$ cat src/rtl/retire_trace_buffer.sv
// Retirement trace FIFO: queues REG/MEM/ILLEGAL commit records for a valid/ready sink.
// Optional per-record cycle stamp when TRACE_CYCLE_STAMP_EN is defined.
module retire_trace_buffer #(
    parameter int DEPTH   = 16,
    parameter int PTR_W   = 4,
    parameter bit DROP_X0 = 1'b1
) (
    input  logic            clk,
    input  logic            reset,
    input  logic            retire_en,
    input  logic [31:0]     pc,
    input  logic            reg_we,
    input  logic [4:0]      rd,
    input  logic [31:0]     wb_data,
    input  logic            mem_we,
    input  logic [31:0]     mem_addr,
    input  logic [31:0]     mem_wdata,
    output logic            t_valid,
    input  logic            t_ready,
    output logic [1:0]      t_kind,
    output logic [31:0]     t_pc,
    output logic [31:0]     t_tgt,
    output logic [31:0]     t_data,
`ifdef TRACE_CYCLE_STAMP_EN
    output logic [31:0]     t_stamp,
`endif
    output logic [PTR_W:0]  level,
    output logic [15:0]     drop_cnt,
    output logic            err
);

    localparam logic [PTR_W:0] FULL_LVL = (PTR_W+1)'(DEPTH);
    localparam logic [1:0] K_REG = 2'b01;
    localparam logic [1:0] K_MEM = 2'b10;
    localparam logic [1:0] K_ILL = 2'b11;

    logic [1:0]       kind_q [DEPTH];
    logic [31:0]      pc_q   [DEPTH];
    logic [31:0]      tgt_q  [DEPTH];
    logic [31:0]      data_q [DEPTH];
    logic [PTR_W-1:0] wr_ptr;
    logic [PTR_W-1:0] rd_ptr;

    logic        reg_ev;
    logic        push_req;
    logic        illegal;
    logic        pop;
    logic        full;
    logic        push_ok;
    logic        drop;
    logic [1:0]  kind_in;
    logic [31:0] tgt_in;
    logic [31:0] data_in;

    always_comb begin
        reg_ev   = reg_we && !(DROP_X0 && (rd == 5'd0));
        push_req = retire_en && (mem_we || reg_ev);
        illegal  = retire_en && mem_we && reg_we;
        full     = (level == FULL_LVL);
        pop      = t_valid && t_ready;
        // A pop in the same cycle frees the slot, so a full FIFO still accepts.
        push_ok  = push_req && (!full || pop);
        drop     = push_req && full && !pop;
        kind_in  = K_REG;
        if (mem_we && reg_we) begin
            kind_in = K_ILL;
        end else if (mem_we) begin
            kind_in = K_MEM;
        end
        tgt_in  = mem_we ? mem_addr : {27'b0, rd};
        data_in = reg_we ? wb_data : mem_wdata;
    end

    always_ff @(posedge clk) begin
        if (!reset) begin
            wr_ptr   <= '0;
            rd_ptr   <= '0;
            level    <= '0;
            drop_cnt <= '0;
            err      <= 1'b0;
            for (int i = 0; i < DEPTH; i++) begin
                kind_q[i] <= '0;
                pc_q[i]   <= '0;
                tgt_q[i]  <= '0;
                data_q[i] <= '0;
            end
        end else begin
            if (push_ok) begin
                kind_q[wr_ptr] <= kind_in;
                pc_q[wr_ptr]   <= pc;
                tgt_q[wr_ptr]  <= tgt_in;
                data_q[wr_ptr] <= data_in;
                wr_ptr         <= wr_ptr + 1'b1;
            end
            if (pop) begin
                rd_ptr <= rd_ptr + 1'b1;
            end
            case ({push_ok, pop})
                2'b10:   level <= level + 1'b1;
                2'b01:   level <= level - 1'b1;
                default: level <= level;
            endcase
            if (drop && (drop_cnt != 16'hFFFF)) begin
                drop_cnt <= drop_cnt + 1'b1;
            end
            if (drop || illegal) begin
                err <= 1'b1;
            end
        end
    end

    assign t_valid = (level != '0);
    assign t_kind  = kind_q[rd_ptr];
    assign t_pc    = pc_q[rd_ptr];
    assign t_tgt   = tgt_q[rd_ptr];
    assign t_data  = data_q[rd_ptr];

`ifdef TRACE_CYCLE_STAMP_EN
    logic [31:0] cyc;
    logic [31:0] stamp_q [DEPTH];

    always_ff @(posedge clk) begin
        if (!reset) begin
            cyc <= '0;
            for (int i = 0; i < DEPTH; i++) begin
                stamp_q[i] <= '0;
            end
        end else begin
            cyc <= cyc + 1'b1;
            if (push_ok) begin
                stamp_q[wr_ptr] <= cyc;
            end
        end
    end

    assign t_stamp = stamp_q[rd_ptr];
`endif

endmodule

$ cat config.mk
export PLATFORM = sky130hd
export DESIGN_NAME = retire_trace_buffer
export DESIGN_NICKNAME = d
export VERILOG_FILES = /design/src/rtl/retire_trace_buffer.sv
export SDC_FILE = /design/constraint.sdc
export NUM_CORES = 2
export LEC_CHECK = 0
export CORE_UTILIZATION = 55
export DETAILED_ROUTE_END_ITERATION = 12
export PLACE_DENSITY = 0.69
export SLEW_MARGIN = 20
export SYNTH_ARGS = -nofsm -noshare
export SYNTH_HDL_FRONTEND = slang
export SYNTH_SLANG_ARGS = --single-unit
$ cat constraint.sdc
create_clock -name clk -period 14.7 [get_ports clk]
set_input_delay 2.94 -clock clk [delete_from_list [all_inputs] [get_ports clk]]
set_output_delay 2.94 -clock clk [all_outputs]
set_load 0.005 [all_outputs]
==> images/wires.png <==
Scale bar: 100 um. Only two layers are drawn.
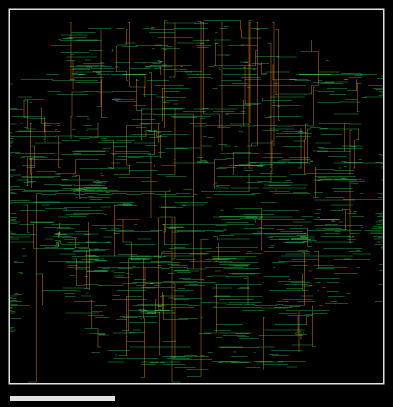
- metal 4: orange (wire length 4,940 um)
- metal 3: green (wire length 16,200 um)
Via Count: 41,200
routed wire length: 185,000 um
gr usage total: 0.295
DR WL/cell: 28.2 um

==> images/congestion.png <==
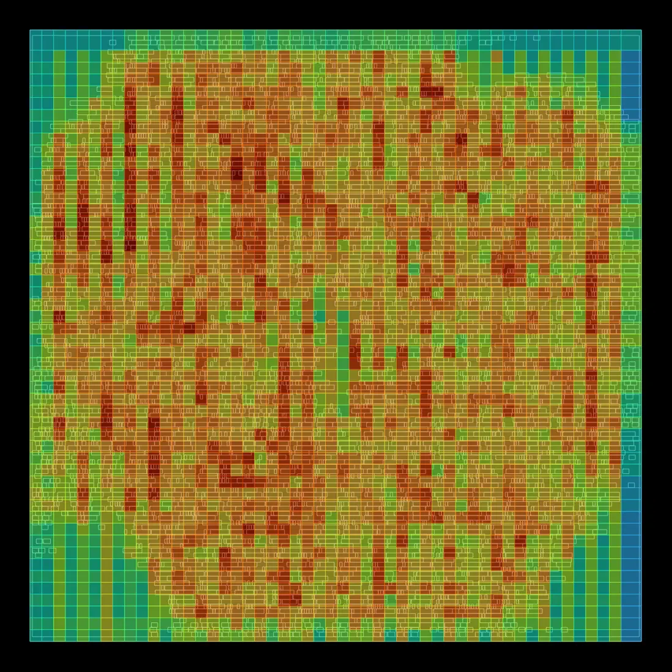
met2 Usage GRT: 0.490
met3 Usage GRT: 0.0401
GRT Max-Usage Layer: met2

==> images/placement_by_type.png <==
Scale bar: 100 um. Fill, decap, tap and diode cells in gray.
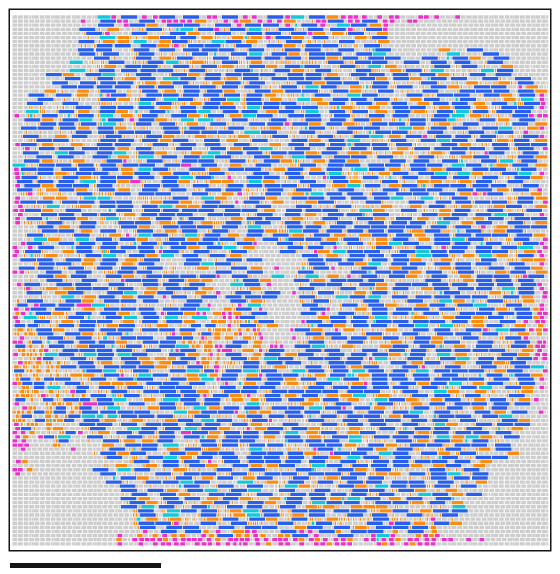
- other buffers and delay cells: magenta (cells 337)
- flops: blue (cells 1,602)
- clock drivers and dummy loads: cyan (cells 299)
- combinational and other logic: orange (cells 2,675)

==> impl_metrics.yaml <==
# physical design summary
run_status:
  outcome: "complete, no violations"
critical_path:
  critical_path_class: "register to primary output"
  crit_required_ps: 11760
  slowest_stage: "dfxtp_4"
  slowest_delay_ps: 1010
  cp.depth: 5
  end_kind: "primary output"
logic_synthesis:
  synth_cells: 4623
  yosys_cells: 4623
  netlist_area_um2: 69300
  ys_seq_elements: 1602
clocking:
  clockRootBuffer: "clkbuf_16"
  ctsResizeCount: 0
  post_cts_buffers: 0
  htreeDepth: 4
  cts_made_buffers: 164
  path_clk_slew_ps: 60
  cts_tree: "built"
timing:
  slew_viol_final: 0
  period_needed_ps: 8150
  setup_viol: 0
  tightest_slew_ps: 1170
  rsz0062_at_grt: "no"
  final.setup.tns_ps: 0
  skew_ps: 21.8
  max_freq_mhz: 123
  hold_slack_ps: 499
finish:
  layout_top_cell: "nor2_1"
  fillers: 8951
  logic_area_um2: 20200
  antenna_cells: 0
  syn_to_final_growth_pct: 13.4
  fin_cells: 6550
die:
  rows: 129
  die_area_um2: 127000
place:
  place_area_um2: 73300
  place_hpwl_um: 100000
route:
  first_pass_iters: 5
  drt-initial-drc-count: 5531
global_routing:
  grt-ovfl-total: 0
  grt_max_degree: 203
flow_run:
  warning_count: 38
==> state kept, by name, indices dropped and copies added (netlist names), named ones only <==
name	flops
pc_q	512
level	5
tgt_q	512
data_q	512
wr_ptr	4
rd_ptr	4
err	1
kind_q	32
drop_cnt	16
==> cell families after synthesis <==
| family | Yosys count | synth area share |
|---|---|---|
| multiplexers | 531 | 0.166 |
| XOR/XNOR | 14 | 0.00177 |
| buffers and inverters | 355 | 0.0215 |
| adder cells (fa/ha/maj) | 10 | 0.00192 |
| flip-flops | 1602 | 0.690 |
| AND-OR/OR-AND | 54 | 0.00488 |
| AND/OR/NAND/NOR | 2057 | 0.114 |
==> layer usage <==
| layer | track usage | vias to the layer above | wire, um |
|---|---|---|---|
| met5 | 0 | - | 23 |
| met4 | 0.0862 | 4 | 4940 |
| met3 | 0.0401 | 299 | 16200 |
| met2 | 0.490 | 2166 | 92700 |
| met1 | 0.411 | 21400 | 70700 |
| li1 | - | 17300 | - |
==> stage by stage <==
stage          setup WS, ps   util
2_1_floorplan          2750      -
3_3_place_gp           6050  0.590
3_5_place_dp           6020  0.590
4_1_cts                6490  0.631
5_1_grt                6380  0.632
6_report               6550  0.632
==> synthesized netlist by cell type, types with 3 or more instances <==
cell type | count | share of area
and2_1 | 19 | 0.0017
nor2_1 | 1573 | 0.085
o21ai_0 | 23 | 0.0017
dfxtp_1 | 34 | 0.0098
nand3_1 | 17 | 0.0012
buf_2 | 123 | 0.0089
nand4_1 | 7 | 0.00063
xnor2_1 | 7 | 0.00089
a21o_1 | 3 | 0.00033
ha_1 | 9 | 0.0016
and3_1 | 6 | 0.00054
mux4_2 | 490 | 0.16
nand2b_1 | 7 | 0.00063
edfxtp_1 | 1568 | 0.68
nor4_1 | 6 | 0.00054
mux2i_1 | 4 | 0.00058
or4_1 | 3 | 0.00033
nor3_1 | 3 | 0.00022
mux2_2 | 37 | 0.0060
inv_1 | 9 | 0.00049
xor2_1 | 7 | 0.00089
a21oi_1 | 9 | 0.00065
o211ai_1 | 3 | 0.00033
buf_1 | 36 | 0.0020
nand2_1 | 405 | 0.022
clkbuf_1 | 186 | 0.010
o31ai_1 | 4 | 0.00043
==> how the worst min path moves through the flow <==
stage	start	endpoint	slack [ps]	depth (start not counted)
floorplan	drop_cnt[1]	drop_cnt[1]	480	2
detailed placement	drop_cnt[1]	drop_cnt[1]	490	2
global route	drop_cnt[1]	drop_cnt[1]	520	2
global placement	drop_cnt[1]	drop_cnt[1]	480	2
finish	drop_cnt[1]	drop_cnt[1]	500	2
CTS	drop_cnt[1]	drop_cnt[1]	500	2
==> report_power, final <==
part	internal [mW]	switching, mW
registers	5.22	0.110
clock network	2.34	1.72
logic	1.10	1.06
==> worst reg2reg max path, stage by stage (launching register included) <==
cell and delay, ps:
dfxtp_1 370, or4_1 690, nor3b_1 720, or4_4 820
buf_4 1010, o21ai_4 400, buf_4 560, buf_4 550
==> cell type report <==
type                       instances  share of cell area
inverter                           9            0.000430
clock inverter                    81             0.00927
timing repair buffer             337              0.0416
clock buffer                     218              0.0569
multi-input combinational       2666               0.257
sequential                      1602               0.608
tap                             1637              0.0261
